[config.mk]
export PLATFORM = sky130hd
export DESIGN_NAME = serial_deserializer_flat
export DESIGN_NICKNAME = d
export VERILOG_FILES = /design/src/rtl/serial_deserializer_if.sv /design/src/rtl/serial_deserializer.sv /design/src/flat_wrapper.sv
export SDC_FILE = /design/constraint.sdc
export NUM_CORES = 1
export LEC_CHECK = 0
export CAP_MARGIN = 20
export CELL_PAD_IN_SITES_DETAIL_PLACEMENT = 1
export CELL_PAD_IN_SITES_GLOBAL_PLACEMENT = 2
export CORE_MARGIN = 4
export CORE_UTILIZATION = 33
export CTS_CLUSTER_DIAMETER = 60
export DETAILED_ROUTE_END_ITERATION = 7
export PLACE_DENSITY = 0.87
export SYNTH_ARGS = -nofsm -noshare
export SYNTH_HDL_FRONTEND = slang
export SYNTH_SLANG_ARGS = --single-unit
[constraint.sdc]
create_clock -name clk -period 3.7 [get_ports clk]
set_input_delay 0.74 -clock clk [delete_from_list [all_inputs] [get_ports clk]]
set_output_delay 0.74 -clock clk [all_outputs]
set_load 0.005 [all_outputs]
[src/rtl/serial_deserializer_if.sv]
// Bundles the frame-input, consumer handshake and status signals of
// serial_deserializer. The master drives the serial side and consumer
// controls. The slave is the deserializer itself.
interface serial_deserializer_if #(
   parameter  int WIDTH = 8,
   localparam int CW    = $clog2(WIDTH)
) ();
   logic             start;
   logic             bit_in;
   logic             bit_valid;
   logic             word_ready;
   logic             clr_ovr;
   logic [WIDTH-1:0] word;
   logic             word_valid;
   logic             busy;
   logic [CW-1:0]    bit_count;
   logic             overrun;

   modport master (
      output start, bit_in, bit_valid, word_ready, clr_ovr,
      input  word, word_valid, busy, bit_count, overrun
   );

   modport slave (
      input  start, bit_in, bit_valid, word_ready, clr_ovr,
      output word, word_valid, busy, bit_count, overrun
   );
endinterface

[src/rtl/serial_deserializer.sv]
// Serial-to-parallel converter for the single-bit stream leaving the
// d_flip_flop stage. Frames open with a start strobe. Bits qualified by
// bit_valid are shifted in MSB-first. Each completed word is offered to a
// one-deep output register with a valid/ready handshake. A completed word is
// dropped if it arrives while an unconsumed word is still held, and the drop
// is recorded in a sticky overrun flag.
module serial_deserializer #(
   parameter  int WIDTH = 8,
   localparam int CW    = $clog2(WIDTH)
) (
   input  logic                 clk,
   input  logic                 reset,
   serial_deserializer_if.slave bus
);

   typedef enum logic {IDLE = 1'b0, SHIFT = 1'b1} state_t;

   state_t           state_q, state_d;
   // Only WIDTH-1 bits are kept. The final bit joins them directly on completion.
   logic [WIDTH-2:0] sreg_q, sreg_d;
   logic [CW-1:0]    cnt_q, cnt_d;
   logic [WIDTH-1:0] full_word;
   logic             done;
   logic             load;
   logic             drop;

   logic [WIDTH-1:0] word_q;
   logic             word_valid_q;
   logic             overrun_q;

   // State, shift register and bit counter.
   always_ff @(posedge clk or negedge reset) begin
      if (!reset) begin
         state_q <= IDLE;
         sreg_q  <= '0;
         cnt_q   <= '0;
      end else begin
         state_q <= state_d;
         sreg_q  <= sreg_d;
         cnt_q   <= cnt_d;
      end
   end

   // Next-state logic. Start outranks both shifting and completion.
   always_comb begin
      state_d   = state_q;
      sreg_d    = sreg_q;
      cnt_d     = cnt_q;
      done      = 1'b0;
      full_word = {sreg_q, bus.bit_in};
      case (state_q)
         IDLE: begin
            if (bus.start) begin
               state_d = SHIFT;
               sreg_d  = '0;
               cnt_d   = '0;
            end
         end
         SHIFT: begin
            if (bus.start) begin
               sreg_d = '0;
               cnt_d  = '0;
            end else if (bus.bit_valid) begin
               sreg_d = full_word[WIDTH-2:0];
               if (cnt_q == CW'(WIDTH - 1)) begin
                  done    = 1'b1;
                  state_d = IDLE;
                  cnt_d   = '0;
               end else begin
                  cnt_d = cnt_q + CW'(1);
               end
            end
         end
         default: state_d = IDLE;
      endcase
   end

   // A completed word loads when the holding register is empty or is being
   // drained on the same edge. Otherwise the word is lost.
   assign load = done && (!word_valid_q || bus.word_ready);
   assign drop = done && word_valid_q && !bus.word_ready;

   // One-deep output register with a sticky overrun flag. A drop outranks clr_ovr.
   always_ff @(posedge clk or negedge reset) begin
      if (!reset) begin
         word_q       <= '0;
         word_valid_q <= 1'b0;
         overrun_q    <= 1'b0;
      end else begin
         if (load) begin
            word_q       <= full_word;
            word_valid_q <= 1'b1;
         end else if (bus.word_ready) begin
            word_valid_q <= 1'b0;
         end
         if (drop) begin
            overrun_q <= 1'b1;
         end else if (bus.clr_ovr) begin
            overrun_q <= 1'b0;
         end
      end
   end

   assign bus.word       = word_q;
   assign bus.word_valid = word_valid_q;
   assign bus.busy       = (state_q == SHIFT);
   assign bus.bit_count  = cnt_q;
   assign bus.overrun    = overrun_q;

endmodule
[src/flat_wrapper.sv]
// flat-port wrapper written by rule: the top's interface ports become plain ports
module serial_deserializer_flat 
#(
   parameter  int WIDTH = 8,
   localparam int CW    = $clog2(WIDTH)
)
  (clk, reset, bus_start, bus_bit_in, bus_bit_valid, bus_word_ready, bus_clr_ovr, bus_word, bus_word_valid, bus_busy, bus_bit_count, bus_overrun);
  serial_deserializer_if #(.WIDTH(WIDTH)) bus_i ();
  input  logic clk;
  input  logic reset;
  input wire logic [$bits(bus_i.start)-1:0] bus_start;
  input wire logic [$bits(bus_i.bit_in)-1:0] bus_bit_in;
  input wire logic [$bits(bus_i.bit_valid)-1:0] bus_bit_valid;
  input wire logic [$bits(bus_i.word_ready)-1:0] bus_word_ready;
  input wire logic [$bits(bus_i.clr_ovr)-1:0] bus_clr_ovr;
  output wire logic [$bits(bus_i.word)-1:0] bus_word;
  output wire logic [$bits(bus_i.word_valid)-1:0] bus_word_valid;
  output wire logic [$bits(bus_i.busy)-1:0] bus_busy;
  output wire logic [$bits(bus_i.bit_count)-1:0] bus_bit_count;
  output wire logic [$bits(bus_i.overrun)-1:0] bus_overrun;
  assign bus_i.start = bus_start;
  assign bus_i.bit_in = bus_bit_in;
  assign bus_i.bit_valid = bus_bit_valid;
  assign bus_i.word_ready = bus_word_ready;
  assign bus_i.clr_ovr = bus_clr_ovr;
  assign bus_word = bus_i.word;
  assign bus_word_valid = bus_i.word_valid;
  assign bus_busy = bus_i.busy;
  assign bus_bit_count = bus_i.bit_count;
  assign bus_overrun = bus_i.overrun;
  serial_deserializer #(.WIDTH(WIDTH)) u_core (.clk(clk), .reset(reset), .bus(bus_i));
endmodule
Fig. 1: M1 wires
The bar under the picture is 20 um long. Supply wires on this layer in gray.
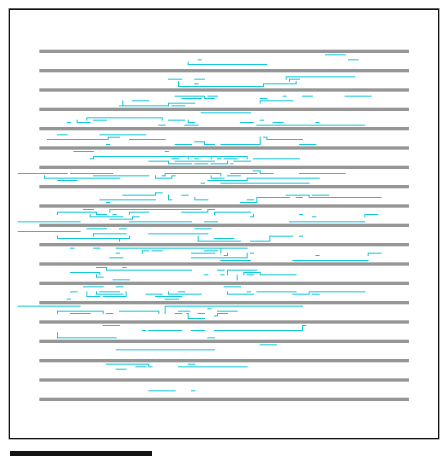
share of all routed wire: 47%
nets with wire on the layer: 90
longest straight run: 21.6 um
main direction: horizontal
wire length on this layer: 788 um
met1 Usage GRT: 0.1390
final wirelength: 1.666 mm

Fig. 2: signal wires on met2
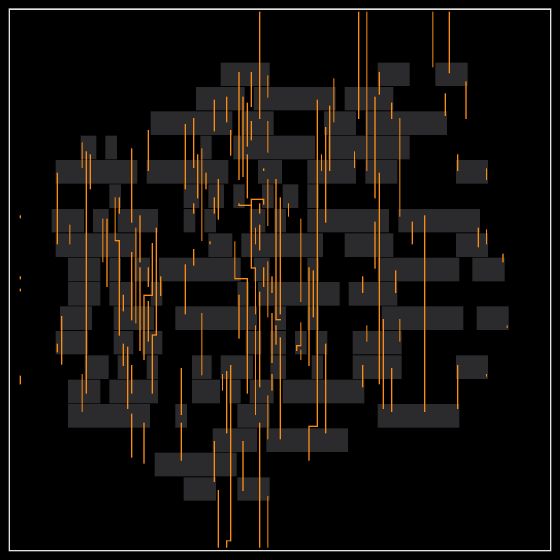
wire length on this layer: 788 um
main direction: vertical
Via Count: 603
met2 usage: 0.1682

==> CHANGELOG.md <==
### Physical design

* Seq. cell area at 525.5 sq um
* Max reg flops at 8
* Syn Nets at around 84
* Placement Setup Slack at between 0.9 and 1 ns
* CP Launch Type: input pin
* PortBufs at 20
* Cell count in the Yosys report at approximately 75
* Root Buffer: clkbuf_4
* Compound-Gate Fraction of Synth Area at 0.07093
* Worst-case clock skew at between 0.005 and 0.006 ns
* DR iter-0 viols at 10
* R2R Path Start: u_core.bus.bit_count[0]
* Crit-path max FO at 12
* Worst setup path start: bus_start
* Cts repair resizes at 0
* Hold path startpoint: u_core.sreg_q[6]
* Post-DRT Antenna Nets at 0
* Post-synth EDFFs at 0
* Crit end category: register
* Worst-Margin Slew at 0.9304 ns
* Comb power at 0.0260 mW
* Crit path to: u_core.bus.word[7]
* Antenna violations before repair at 0
* Post-Synthesis Cells at around 75
* Clock Power Share at 0.296
* WHS Path Cells at 1
* GP Congestion at between 0.6 and 0.7
* Top area cell types: dfrtp_1, mux2_4, nand2_1, a21oi_1, ha_1
* Largest net degree at the start of global routing at 22
* # fillers at about 280
* Post-route cell area at 1140 sq um
* Setup slack, reg-to-reg at 1.78 ns
* Synth warn at 0
* P_leak at approximately 0.5 nW
* Crit path setup slack, layout at ~1.4 ns
* Status: finished, final reports clean
* Router iterations before antenna repair at 4
* Post-CTS Hold Buffers at 0
* GRT Util Overall at 0.1099
* CTS Buf Count at 3
* CTS max path bufs at 2
* Hold_ws at ~0.52 ns
* First-pass GRT wire length at 2.808 mm
* DIE AREA at ~3600 sq um
* Reg-to-reg critical path endpoint: u_core.bus.word[7]
* Met3 Resource Use GR at 0.02592
* Crit path kind: in -> reg
* Total grt overflow at 0
* Top cell area share at 0.5841
* Antenna diodes at 0
* Cell row count at 18
* Average cell area after synthesis at 11.99 sq um
* Avg WL per Cell at between 10 and 15 um
* Top Usage Layer GRT: met2
* WP data arrival at between 2 and 3 ns
* Fmax at ~430 MHz
* Placed cell area at 1112 sq um
* Finished Layout Cells at 125
* Setup_tns at 0 ns
* Number of global-route vias before repair at around 620
* Cell area power density at 325.1 nW/um^2
* Dominant flop cell: dfrtp_1
* Via density at 4.824
* Worst hold path type: reg -> reg
* HPWL Detailed at around 1.2 mm
* Simple Share, Synth at 0.1516
* FP Util at 0.3535
* Final Setup Violations at 0
* Post-synth mux share at 0.1335
* Switching Power at between 0.08 and 0.09 mW
* Flop pwr share at 0.634
* Hold endpoint: u_core.bus.word[7]
* Combinational share of power at 0.070
* CTS Sinks at 21
* Internal at 0.2848 mW
* Yosys reg bits at 21
* Layout cells sized above 1 at 0.1579
* Area leader, netlist: dfrtp_1
* CP required at 3.90 ns
* Period minus WS final at about 2.3 ns
* P_seq at around 0.24 mW
* Final hold viol count at 0
* CTS H-Tree Depth at 1
* Rel. slew slack at 0.3778
* Max-slew violation count at 0
* Yosys chip area at ~900 sq um
* # DRC at 0
* Core footprint at 2545 sq um
* Total power at about 0.37 mW
* Commonest cells post-synth: dfrtp_1, nand2_1, a21oi_1
* Mapped Area at 899.6 sq um
* RSZ-0062 raised after global routing: false
* Cell Type Count at 17
* P_clk at 0.110 mW
* IO Pins at 21
[layout by cell type, fill, tap and decap left out, drive strengths merged, types with 2 or more instances in the layout]
cell type      count
nand2             21
dfrtp             21
clkdlybuf4s50     20
a21oi             10
mux2               8
clkbuf             3
ha                 2
[area by class of cell]
class / instances / area share
Clock buffer: 3 / 0.01976
Clock inverter: 1 / 0.004391
Inverter: 1 / 0.003293
Multi-Input combinational cell: 49 / 0.3030
Sequential cell: 21 / 0.4610
Tap cell: 30 / 0.03293
Timing Repair Buffer: 20 / 0.1756
[critical path, stage by stage]
cell and delay, ns:
clkdlybuf4s50_1 0.61, nand4b_2 0.34, nor2b_2 0.51, mux2_4 0.34
[routing by layer]
layer / wire length (um) / vias up
li1: - / 289
met1: 788 / 296
met2: 788 / 14
met3: 67 / 4
met4: 23 / 0
met5: 0 / -
Power figures rest on the tool's default switching activity, not on a simulated workload.
